==> src/rtl/darkuart_pkg.sv <==
// darkuart_pkg: shared FSM encoding and darkuart register lane constants.
package darkuart_pkg;
  typedef enum logic [2:0] {
    S_IDLE,
    S_POLL,
    S_WAIT,
    S_WRITE,
    S_SETTLE,
    S_DONE
  } state_t;
  localparam logic [3:0] STATUS_BE = 4'b0001;
  localparam logic [3:0] BUF_BE = 4'b0010;
  localparam int TX_BUSY_BIT = 0;
endpackage

==> src/rtl/darkuart_rrarb.sv <==
// darkuart_rrarb: combinational round-robin pick starting at i_ptr.
// With i_lock set only requesters in i_own are eligible.
module darkuart_rrarb #(
  parameter int NREQ = 4,
  parameter int IW = $clog2(NREQ)
) (
  input  logic [NREQ-1:0] i_req,
  input  logic [IW-1:0]   i_ptr,
  input  logic            i_lock,
  input  logic [NREQ-1:0] i_own,
  output logic [NREQ-1:0] o_win,
  output logic [IW-1:0]   o_idx,
  output logic            o_any
);
  logic [NREQ-1:0] w_req;
  logic [IW-1:0] w_j;
  assign w_req = i_lock ? (i_req & i_own) : i_req;
  assign o_any = |w_req;
  assign o_win = o_any ? (NREQ'(1) << o_idx) : '0;
  // Scanning from the farthest offset down leaves the nearest one after i_ptr.
  always_comb begin
    o_idx = '0;
    w_j = '0;
    for (int k = NREQ - 1; k >= 0; k--) begin
      w_j = IW'((int'(i_ptr) + k) % NREQ);
      if (w_req[w_j]) o_idx = w_j;
    end
  end
endmodule

==> src/rtl/darkuart_txarb.sv <==
// darkuart_txarb: round-robin arbiter sharing the darkuart transmit channel.
// Define UART_ARB_LINELOCK_EN to keep ownership until a LAST byte.
module darkuart_txarb
  import darkuart_pkg::*;
#(
  parameter int NREQ = 4,
  parameter int POLL_GAP = 2
) (
  input  logic              CLK,
  input  logic              RES,
  input  logic [NREQ-1:0]   REQ,
  input  logic [8*NREQ-1:0] DATA,
  input  logic [NREQ-1:0]   LAST,
  output logic [NREQ-1:0]   ACK,
  output logic [NREQ-1:0]   GNT,
  output logic              U_RD,
  output logic              U_WR,
  output logic [3:0]        U_BE,
  output logic [31:0]       U_DO,
  input  logic [31:0]       U_DI
);
  localparam int IW = $clog2(NREQ);
  state_t r_state;
  logic [IW-1:0] r_ptr, r_idx, w_idx, w_nxt;
  logic [NREQ-1:0] r_gnt, r_ack, w_win;
  logic [7:0] r_byte, r_gap;
  logic [3:0] r_be;
  logic [31:0] r_do;
  logic r_lastf, r_rd, r_wr, w_any, w_lock, w_unused;
`ifdef UART_ARB_LINELOCK_EN
  logic r_lock;
  assign w_lock = r_lock & |(REQ & r_gnt);
  assign w_unused = ^U_DI[31:1];
`else
  assign w_lock = 1'b0;
  assign w_unused = ^{U_DI[31:1], r_lastf};
`endif
  assign w_nxt = (r_idx == IW'(NREQ - 1)) ? '0 : r_idx + IW'(1);
  darkuart_rrarb #(.NREQ(NREQ), .IW(IW)) u_arb (
    .i_req (REQ),
    .i_ptr (r_ptr),
    .i_lock(w_lock),
    .i_own (r_gnt),
    .o_win (w_win),
    .o_idx (w_idx),
    .o_any (w_any)
  );
  // Outputs are registered: each transition loads the strobes of the state it enters.
  always_ff @(posedge CLK or negedge RES) begin
    if (!RES) begin
      r_state <= S_IDLE;
      r_ptr <= '0;
      r_idx <= '0;
      r_gnt <= '0;
      r_ack <= '0;
      r_byte <= '0;
      r_lastf <= 1'b0;
      r_gap <= '0;
      r_rd <= 1'b0;
      r_wr <= 1'b0;
      r_be <= '0;
      r_do <= '0;
`ifdef UART_ARB_LINELOCK_EN
      r_lock <= 1'b0;
`endif
    end else begin
      r_rd <= 1'b0;
      r_wr <= 1'b0;
      r_be <= '0;
      r_do <= '0;
      r_ack <= '0;
      case (r_state)
        S_IDLE: begin
`ifdef UART_ARB_LINELOCK_EN
          if (r_lock && !w_lock) begin
            r_lock <= 1'b0;
            r_gnt <= '0;
          end
`endif
          if (w_any) begin
            r_gnt <= w_win;
            r_idx <= w_idx;
            r_byte <= DATA[{w_idx, 3'b000} +: 8];
            r_lastf <= LAST[w_idx];
            r_rd <= 1'b1;
            r_be <= STATUS_BE;
            r_state <= S_POLL;
          end
        end
        S_POLL: begin
          if (U_DI[TX_BUSY_BIT]) begin
            if (POLL_GAP == 0) begin
              r_rd <= 1'b1;
              r_be <= STATUS_BE;
            end else begin
              r_gap <= 8'(POLL_GAP);
              r_state <= S_WAIT;
            end
          end else begin
            r_wr <= 1'b1;
            r_be <= BUF_BE;
            r_do <= {16'h0000, r_byte, 8'h00};
            r_state <= S_WRITE;
          end
        end
        S_WAIT: begin
          r_gap <= r_gap - 8'd1;
          if (r_gap == 8'd1) begin
            r_rd <= 1'b1;
            r_be <= STATUS_BE;
            r_state <= S_POLL;
          end
        end
        S_WRITE: r_state <= S_SETTLE;
        S_SETTLE: begin
          r_ack <= r_gnt;
          r_state <= S_DONE;
        end
        S_DONE: begin
          r_state <= S_IDLE;
`ifdef UART_ARB_LINELOCK_EN
          r_lock <= !r_lastf;
          if (r_lastf) begin
            r_gnt <= '0;
            r_ptr <= w_nxt;
          end
`else
          r_gnt <= '0;
          r_ptr <= w_nxt;
`endif
        end
        default: r_state <= S_IDLE;
      endcase
    end
  end
  assign ACK = r_ack;
  assign GNT = r_gnt;
  assign U_RD = r_rd;
  assign U_WR = r_wr;
  assign U_BE = r_be;
  assign U_DO = r_do;
endmodule

==> config.mk <==
export PLATFORM = sky130hd
export DESIGN_NAME = darkuart_txarb
export DESIGN_NICKNAME = d
export VERILOG_FILES = /design/src/rtl/darkuart_pkg.sv /design/src/rtl/darkuart_rrarb.sv /design/src/rtl/darkuart_txarb.sv
export SDC_FILE = /design/constraint.sdc
export NUM_CORES = 1
export LEC_CHECK = 0
export CELL_PAD_IN_SITES_DETAIL_PLACEMENT = 1
export CELL_PAD_IN_SITES_GLOBAL_PLACEMENT = 2
export CORE_AREA = 2 2 101 103
export DETAILED_ROUTE_END_ITERATION = 8
export DIE_AREA = 0 0 103 105
export PLACE_DENSITY = 0.82
export SYNTH_ARGS = -nofsm -noshare
export SYNTH_HDL_FRONTEND = slang
export SYNTH_HIERARCHICAL = 1
export SYNTH_SLANG_ARGS = --single-unit
==> constraint.sdc <==
create_clock -name CLK -period 3.8 [get_ports CLK]
set_clock_uncertainty 0.2 [all_clocks]
set_input_delay 0.38 -clock CLK [delete_from_list [all_inputs] [get_ports CLK]]
set_output_delay 0.38 -clock CLK [all_outputs]
set_load 0.02 [all_outputs]
==> job_summary.md <==
### Metrics collected by this job

| Metric | Value |
|---|---|
| Number of nets with antenna violations after detailed routing | `0` |
| Post-synth top flop | `dfrtp_1` |
| # Post-CTS Setup Buffers | `0` |
| Final Cycle Share | `0.671` |
| Biggest area consumer among cell classes | `combinational gates` |
| Critical Setup Path Class | `register to register` |
| Post-synth mux share | `0.161` |
| Maximum vdd drop | `about 0.00022 V` |
| Power per standard cell area | `640 nW/um2` |
| Mean routed wirelength per cell | `13.6 um` |
| Post-Synthesis Cells | `about 210` |
| Worst-path cell with the longest stage delay | `dfrtp_1` |
| CTS hold repair buffers | `0` |
| Register-to-Register Path Depth | `7` |
| Sum of met3 wire segment lengths after detailed routing | `between 200 and 300 um` |
| Result of the run | `complete, no violations` |
| Input/output buffers | `between 50 and 60` |
| Total Neg Setup Slack | `0 ps` |
| Fill cell total of the finished layout | `around 1100` |
| Uppermost routed layer | `met4` |
| Async S/R FF share, synth | `1.00` |
| Layout clock buffers | `7` |
| Routed length on met1 | `about 2.3 mm` |
| Vias in the first global route | `~1800` |
| DP Cell Count | `approximately 400` |
| Count of library flops with an enable pin | `0` |
| Number of warnings issued by yosys | `6` |
| Post-Synth Simple-Gate Area | `0.147` |
| Ordered list of cells on the worst path | `inv_1 -> nand3_1 -> o21ai_1 -> a221oi_2 -> buf_4 -> mux4_2 -> mux2_4` |
-- cells in the mapped netlist (all sizes together) (3+ instances only) --
library cell	instances	area [um2]
a21oi	6	33.8
a221oi	3	38.8
a22oi	7	52.6
and2	10	65.1
and3	6	42.5
buf	33	258
dfrtp	43	1080
ha	3	37.5
inv	6	22.5
mux2	11	161
mux2i	6	60.1
mux4	8	180
nand2	14	55.1
nand2b	4	27.5
nand3	6	30.0
nor2	5	18.8
nor3	4	25.0
nor3b	4	41.3
o21ai	9	67.6
o21bai	3	22.5
o2bb2ai	4	35.0
-- power groups by stage --
stage               sequential, W  combinational [W]  clock [W]
global placement         0.000794           0.000911          0
CTS                      0.000796           0.000943   0.000328
detailed placement       0.000801           0.000944          0
global route             0.000827            0.00102   0.000346
finish                   0.000792           0.000931   0.000315
floorplan                0.000777           0.000719          0
congestion.png
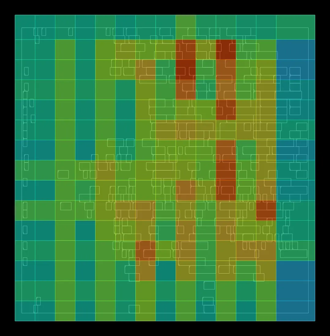
routing layer with the top usage in global route: met2
fraction of met3 tracks used by global routing: 0.0261
met2 Usage GRT: 0.181

layer_met1.png
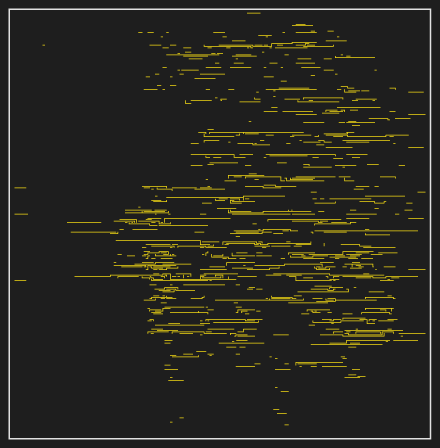
share of all routed wire = 42%
wire length on this layer = 2330 um
aggregate routed wire length: 5.53 mm
DR vias: 1785

Power is estimated from default activity; no workload was simulated.
